## config.mk

```make
export PLATFORM = sky130hd
export DESIGN_NAME = buzzer_beep_ctrl
export DESIGN_NICKNAME = d
export VERILOG_FILES = /design/src/rtl/buzzer_beep_ctrl.sv
export SDC_FILE = /design/constraint.sdc
export NUM_CORES = 1
export LEC_CHECK = 0
export ABC_AREA = 1
export CAP_MARGIN = 20
export CORE_MARGIN = 8
export CORE_UTILIZATION = 35
export CTS_CLUSTER_SIZE = 30
export DETAILED_ROUTE_END_ITERATION = 6
export PLACE_DENSITY = 0.47
export RECOVER_POWER = 100
export SLEW_MARGIN = 20
export SYNTH_ARGS = -nofsm -noshare
export SYNTH_HDL_FRONTEND = slang
export SYNTH_SLANG_ARGS = --single-unit
```

## constraint.sdc

```tcl
create_clock -name clk -period 2.6 [get_ports clk]
set_input_delay 0.65 -clock clk [delete_from_list [all_inputs] [get_ports clk]]
set_output_delay 0.65 -clock clk [all_outputs]
set_load 0.005 [all_outputs]
```

## src/rtl/buzzer_beep_ctrl.sv

```systemverilog
// Beep sequencer: turns one-cycle event pulses into gated square-wave
// buzzer patterns with a one-deep request queue.
module buzzer_beep_ctrl #(
    parameter int TONE_HALF_CYC = 25000,
    parameter int BEEP_CYC      = 10000000,
    parameter int GAP_CYC       = 5000000
) (
    input  logic       clk,
    input  logic       rst_n,
    input  logic       beep_pulse,
    input  logic [1:0] beep_count,
    output logic       buzzer,
    output logic       busy,
    output logic       done,
    output logic       dropped
);

    localparam int HW = (TONE_HALF_CYC > 1) ? $clog2(TONE_HALF_CYC) : 1;
    localparam int TW = (BEEP_CYC > 1) ? $clog2(BEEP_CYC) : 1;
    localparam int GW = (GAP_CYC > 1) ? $clog2(GAP_CYC) : 1;

    localparam logic [HW-1:0] HALF_LAST = HW'(TONE_HALF_CYC - 1);
    localparam logic [TW-1:0] TONE_LAST = TW'(BEEP_CYC - 1);
    localparam logic [GW-1:0] GAP_LAST  = GW'(GAP_CYC - 1);

    typedef enum logic [1:0] {
        IDLE,
        TONE,
        GAP
    } state_e;

    state_e        state_q, state_d;
    logic [1:0]    rem_q, rem_d;
    logic          pend_vld_q, pend_vld_d;
    logic [1:0]    pend_cnt_q, pend_cnt_d;
    logic [HW-1:0] half_q, half_d;
    logic [TW-1:0] tone_q, tone_d;
    logic [GW-1:0] gap_q, gap_d;
    logic          buzzer_q, buzzer_d;
    logic          busy_q, busy_d;
    logic          done_q, done_d;
    logic          dropped_q, dropped_d;
    logic [1:0]    req_cnt;

    assign req_cnt = (beep_count == 2'd0) ? 2'd1 : beep_count;

    always_comb begin
        state_d    = state_q;
        rem_d      = rem_q;
        pend_vld_d = pend_vld_q;
        pend_cnt_d = pend_cnt_q;
        half_d     = half_q;
        tone_d     = tone_q;
        gap_d      = gap_q;
        buzzer_d   = buzzer_q;
        done_d     = 1'b0;
        dropped_d  = 1'b0;

        // Busy-time requests land in the slot first, so a pulse on the
        // final tone cycle is seen by the end-of-sequence logic below.
        if (beep_pulse && state_q != IDLE) begin
            if (pend_vld_q) begin
                dropped_d = 1'b1;
            end else begin
                pend_vld_d = 1'b1;
                pend_cnt_d = req_cnt;
            end
        end

        unique case (state_q)
            IDLE: begin
                if (beep_pulse) begin
                    rem_d    = req_cnt;
                    state_d  = TONE;
                    tone_d   = '0;
                    half_d   = '0;
                    buzzer_d = 1'b1;
                end
            end
            TONE: begin
                if (half_q == HALF_LAST) begin
                    half_d   = '0;
                    buzzer_d = ~buzzer_q;
                end else begin
                    half_d = half_q + 1'b1;
                end
                tone_d = tone_q + 1'b1;
                if (tone_q == TONE_LAST) begin
                    buzzer_d = 1'b0;
                    tone_d   = '0;
                    gap_d    = '0;
                    if (rem_q != 2'd1) begin
                        rem_d   = rem_q - 2'd1;
                        state_d = GAP;
                    end else begin
                        done_d = 1'b1;
                        if (pend_vld_d) begin
                            rem_d      = pend_cnt_d;
                            pend_vld_d = 1'b0;
                            state_d    = GAP;
                        end else begin
                            state_d = IDLE;
                        end
                    end
                end
            end
            GAP: begin
                gap_d = gap_q + 1'b1;
                if (gap_q == GAP_LAST) begin
                    gap_d    = '0;
                    state_d  = TONE;
                    tone_d   = '0;
                    half_d   = '0;
                    buzzer_d = 1'b1;
                end
            end
            default: begin
                state_d  = IDLE;
                buzzer_d = 1'b0;
            end
        endcase

        busy_d = (state_d != IDLE);
    end

    always_ff @(posedge clk or negedge rst_n) begin
        if (!rst_n) begin
            state_q    <= IDLE;
            rem_q      <= '0;
            pend_vld_q <= 1'b0;
            pend_cnt_q <= '0;
            half_q     <= '0;
            tone_q     <= '0;
            gap_q      <= '0;
            buzzer_q   <= 1'b0;
            busy_q     <= 1'b0;
            done_q     <= 1'b0;
            dropped_q  <= 1'b0;
        end else begin
            state_q    <= state_d;
            rem_q      <= rem_d;
            pend_vld_q <= pend_vld_d;
            pend_cnt_q <= pend_cnt_d;
            half_q     <= half_d;
            tone_q     <= tone_d;
            gap_q      <= gap_d;
            buzzer_q   <= buzzer_d;
            busy_q     <= busy_d;
            done_q     <= done_d;
            dropped_q  <= dropped_d;
        end
    end

    assign buzzer  = buzzer_q;
    assign busy    = busy_q;
    assign done    = done_q;
    assign dropped = dropped_q;

endmodule

```

Fig. 1: run 1, sequential cells grouped by signal name
Other sequential cells in the stronger gray, the rest of the logic in the fainter gray.
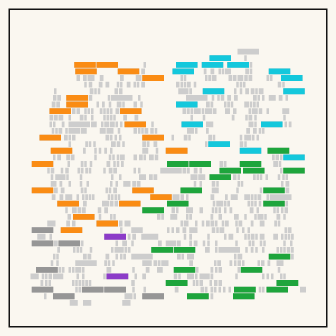
legend:
  `gap_q`:
    color: orange
    sequential_cells: 23
  `half_q`:
    color: cyan
    sequential_cells: 15
  `tone_q`:
    color: green
    sequential_cells: 24
  `state_q`:
    color: purple
    sequential_cells: 2
not colored: 9

Fig. 2: run 1, signal wires on met3
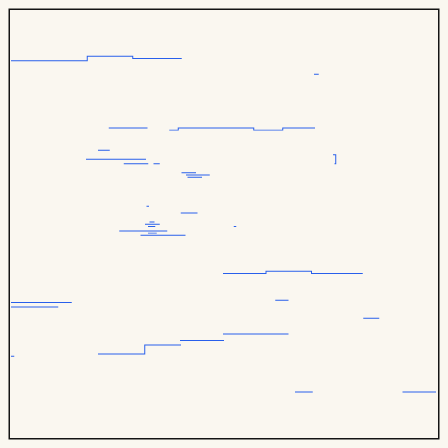
wire length on this layer: 363 um
nets with wire on the layer: 21
longest straight run: 23.0 um
main direction: horizontal
share of all routed wire: 3.3%
final wirelength: 11100 um
GR Util met3: 0.0424
routed vias: 4113

Fig. 3: run 1, pin map
Pins as bars across the die edge, other pins in gray.
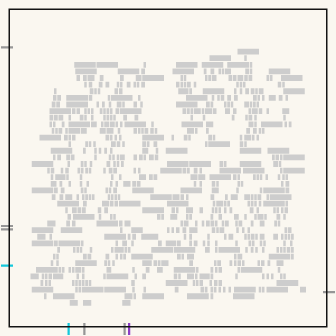
legend:
  `beep_count`:
    color: cyan
    pins: 2
    direction: input
    edge: 1 bottom, 1 left
  `buzzer`:
    color: purple
    pins: 1
    direction: output
    edge: bottom
all pins by edge: 4 bottom, 4 left, 1 right
Die Width: 130 um
IO Port Bufs: 8

==> out/results.tsv, run 1 <==
metric	value	unit
status	finished, final reports clean	
netSwitchingPower	1080	uW
grt_usage	0.146	
synth.top_cell.area_share	0.402	
sh_seq_area	0.361	
place_congestion	0.864	
post-place-ws	656	ps
final_common_cell	nand2_1	
cp_num_cells	9	
post_cts_resized	0	
rsz0062_at_grt	false	
p_seq_frac	0.464	
instances_no_fill	844	
slowest_delay	480	ps
peakVddDrop	0.349	mV
flops	73	
dp.cells	828	
setup_slack	525	ps
grt_busiest_layer	met2	
taps	172	
synth_area_per_cell	6.92	um^2
combPwrFrac	0.175	
reg2reg_depth	9	
fmax	0.482	GHz
drt-wirelength-per-cell	13.2	um
synth_cell_types	32	
vias_per_cell	4.87	
antenna_found_initial	0	
regMostFlops	tone_q	
yosysWarningCount	0	
worst_pin_slew	1060	ps
grt_overflow	0	
drc_errors	0	
==> run 2: changes to the inputs <==
==> constraint.sdc (replaced) <==
create_clock -name clk -period 2.05 [get_ports clk]
set_input_delay 0.5125 -clock clk [delete_from_list [all_inputs] [get_ports clk]]
set_output_delay 0.5125 -clock clk [all_outputs]
set_load 0.005 [all_outputs]
==> out/results.tsv, run 2 <==
metric	value	unit	change
taps	172		unchanged
synth_area_per_cell	6.92	um^2	unchanged
switching_share	0.290		
grt_overflow	0		unchanged
reg2reg_depth	9		unchanged
portBuffers	8		unchanged
post_cts_resized	0		unchanged
p_seq_frac	0.419		-0.045
crit_slowest_cell	dlygate4sd3_1		
drt-wirelength-per-cell	13.1	um	-0.45%
netSwitchingPower	1350	uW	+25%
drc_errors	0		unchanged
combPwrFrac	0.165		-0.010
die_x	130	um	unchanged
warning_count	26		
numCtsBuffers	9		
clk_pin_slew	60	ps	
cp_num_cells	1		-8
syn_to_final_growth	14.3	%	
use_met3	0.0253		-0.0171
rsz0062_at_grt	false		
instances_no_fill	851		+0.83%
status	finished, final reports clean		
post-place-ws	238	ps	-418 ps
vias_per_cell	4.77		-2.1%
sh_seq_area	0.352		-0.00966
place_congestion	0.906		+4.9%
vias	4059		-1.3%
grt_usage	0.146		-0.000780
wl	11200	um	+0.38%
p_leak	0.00235	uW	
mux_share	0		
final_common_cell	nand2_1		
flops	73		unchanged
setup_slack	225	ps	-299 ps
yosysWarningCount	0		unchanged
synth.top_cell.area_share	0.402		unchanged
peakVddDrop	0.356	mV	+2.0%
slowest_delay	580	ps	+100 ps
finalPower	4660	uW	
worst_pin_slew	886	ps	-174 ps
syn_area	0.00455	mm^2	
fmax	0.548	GHz	
regMostFlops	tone_q		
most_common_cell	nand2_1		
grt_pass1_vias	3902		
synth_cell_types	32		unchanged
dp.cells	835		+0.85%
Fig. 4: run 2, sequential cells grouped by signal name
Other sequential cells in the stronger gray, the rest of the logic in the fainter gray.
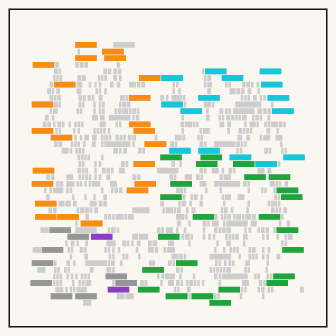
legend:
  `state_q`:
    color: purple
    sequential_cells: 2
  `gap_q`:
    color: orange
    sequential_cells: 23
  `half_q`:
    color: cyan
    sequential_cells: 15
  `tone_q`:
    color: green
    sequential_cells: 24
not colored: 9

Fig. 5: run 2, signal wires by layer
Two of the layers only.
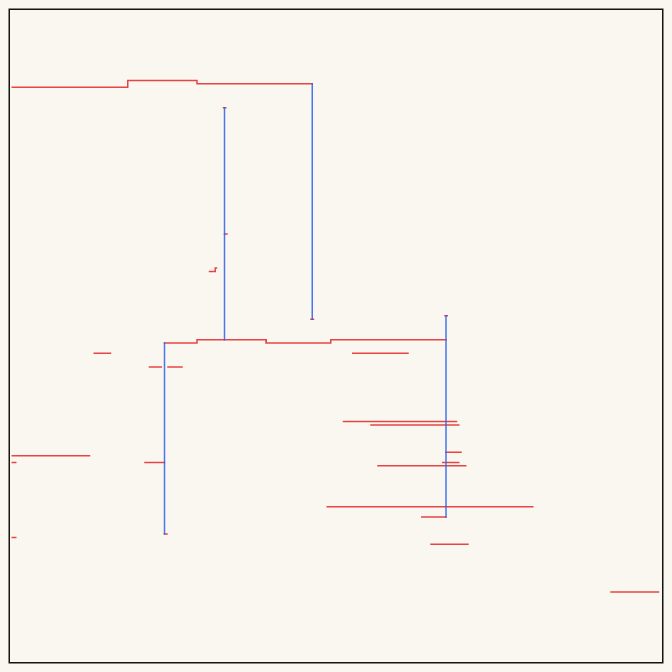
legend:
  M3:
    color: red
    wire_length: 290 um
  M4:
    color: blue
    wire_length: 171 um

